==> images/placement.png <==
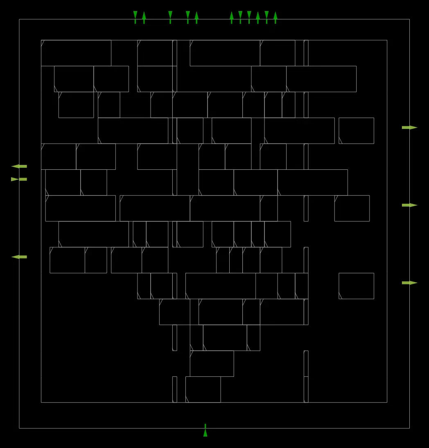
==> images/flops_by_reg.png <==
Other sequential cells in the stronger gray, the rest of the logic in the fainter gray.
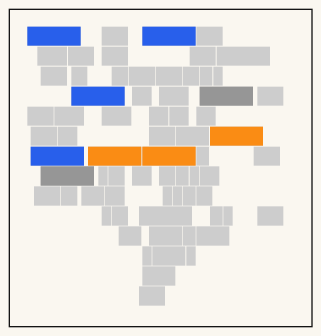
File: config.mk
export PLATFORM = sky130hd
export DESIGN_NAME = fifo_credit_tx
export DESIGN_NICKNAME = d
export VERILOG_FILES = /design/src/rtl/fifo_credit_tx.sv
export SDC_FILE = /design/constraint.sdc
export NUM_CORES = 1
export LEC_CHECK = 0
export CORE_AREA = 2 2 39 41
export DETAILED_ROUTE_END_ITERATION = 10
export DIE_AREA = 0 0 41 43
export PLACE_DENSITY = 0.73
export SLEW_MARGIN = 0
export SYNTH_ARGS = -nofsm -noshare
export SYNTH_HDL_FRONTEND = slang
export SYNTH_SLANG_ARGS = --single-unit
export TNS_END_PERCENT = 30
File: constraint.sdc
create_clock -name clk -period 4 [get_ports clk]
set_clock_uncertainty 0.05 [all_clocks]
set_input_delay 1.2 -clock clk [delete_from_list [all_inputs] [get_ports clk]]
set_output_delay 1.2 -clock clk [all_outputs]
set_load 0.05 [all_outputs]
File: src/rtl/fifo_credit_tx.sv
// Transmit side of a credit-based link: forwards producer entries as registered
// beats to a remote fifo, spending one credit per beat and regaining one per return.
module fifo_credit_tx #(
    parameter int N_CREDITS   = 4,
    parameter int ENTRY_WIDTH = 4,
    localparam int CTR_WIDTH  = $clog2(N_CREDITS + 1)
) (
    input  logic                   clk,
    input  logic                   rst,
    input  logic                   in_valid,
    input  logic [ENTRY_WIDTH-1:0] in_data,
    output logic                   in_ready,
    output logic                   tx_valid,
    output logic [ENTRY_WIDTH-1:0] tx_data,
    input  logic                   credit_return,
    output logic [CTR_WIDTH-1:0]   current_credit_state,
    output logic                   credit_overflow_err
);

    localparam logic [CTR_WIDTH-1:0] CREDIT_MAX = CTR_WIDTH'(N_CREDITS);

    logic [CTR_WIDTH-1:0]   credit_q, credit_d;
    logic                   tx_valid_q, tx_valid_d;
    logic [ENTRY_WIDTH-1:0] tx_data_q, tx_data_d;
    logic                   err_q, err_d;
    logic                   send;
    logic [CTR_WIDTH:0]     credit_sum;

    always_comb begin
        in_ready   = (credit_q != '0) && !rst;
        send       = in_valid && in_ready;
        tx_valid_d = send;
        tx_data_d  = send ? in_data : tx_data_q;
        // One extra bit so a return at full credit is visible instead of wrapping.
        credit_sum = {1'b0, credit_q} - (CTR_WIDTH+1)'(send) + (CTR_WIDTH+1)'(credit_return);
        credit_d   = credit_q;
        err_d      = err_q;
        if (credit_sum > {1'b0, CREDIT_MAX}) begin
            credit_d = CREDIT_MAX;
            err_d    = 1'b1;
        end else begin
            credit_d = credit_sum[CTR_WIDTH-1:0];
        end
    end

    always_ff @(posedge clk) begin
        if (rst) begin
            credit_q   <= CREDIT_MAX;
            tx_valid_q <= 1'b0;
            tx_data_q  <= '0;
            err_q      <= 1'b0;
        end else begin
            credit_q   <= credit_d;
            tx_valid_q <= tx_valid_d;
            tx_data_q  <= tx_data_d;
            err_q      <= err_d;
        end
    end

    assign tx_valid             = tx_valid_q;
    assign tx_data              = tx_data_q;
    assign current_credit_state = credit_q;
    assign credit_overflow_err  = err_q;

endmodule

==> out/metrics.csv <==
stage,metric,value,unit
drt,uppermost layer routed,met4,
run,number of warning messages in the logs,26,
yosys,most used standard cell by instance count after synthesis,dfxtp_1,
yosys,Mux cell area share,9.76,%
yosys,Yosys warning total,0,
critical_path,depth of the critical timing path with buffers and inverters included,4,
critical_path,kind of start point of the critical path,input pin,
timing,final tally of max-slew violations,0,
worst_hold_path,hold crit path type,flop to flop,
timing,hold slack final,0.517,ns
yosys,Synth Net Count,60,
power,part of the total power dissipated in combinational logic,58.3,%
drt,met3 wirelength from detailed routing,50,µm
timing,Rel. slew slack,66.6,%
worst_hold_path,launch point of the worst hold path,credit_overflow_err$_SDFFE_PP0N_,
critical_path,CP Cell Sequence,clkdlybuf4s50_1 -> buf_4 -> nor2_1 -> buf_12,
power,internal power,262,µW
layout,Top cell excl fill/tap,clkdlybuf4s50_1,
layout,total of plain and repair buffers excluding clock buffers,19,
layout,share of the core filled with cells in the final layout,50.5,%
global_route,first-pass GRT wire length,1450,µm
global_route,met2 usage in global routing,18.1,%
cts,buffer depth of the longest clock path,2,
outcome,outcome,finished clean,
yosys,flops out of synthesis,9,
layout,Layout clock buffers,3,
global_route,antenna violations before repair,0,
drt,violation count after the first detailed-route iteration,4,
yosys,most frequent cells after synthesis,"9 x dfxtp_1, 7 x inv_1, 4 x ha_1, 4 x mux2_2, 4 x nor2b_1",
critical_path,startpoint of the most critical setup path,rst,
cts,clock tree from TritonCTS,built,
floorplanning,Chip Width,41,µm
floorplanning,area of the core,1380,µm²
drt,Residual DRC,0,
layout,nonclk inv count,7,
layout,growth of design area from synthesis to finish,51.5,%
power,switching power as a share of total power,44.9,%
drt,wire per inst,10.2,µm
timing,Post-Route Setup TNS,0,ns
yosys,"Seq share, synth",39.0,%
yosys,total cell area reported by yosys after synthesis,462,µm²
floorplanning,area of the die,1760,µm²
## Picture notes: placement.png
layout sequential cell count: 9
well-tap cell count: 16
register share of the cell area: 25.8%

## Picture notes: flops_by_reg.png
legend:
  orange:
    netlist_name: current_credit_state
    placed_flops: 3
  blue:
    netlist_name: tx_data
    placed_flops: 4
    where: top left
area occupied by registers: 180 µm²
sequential logic power: 127 µW

No activity file was given, so power comes from the tool's default toggle rates.
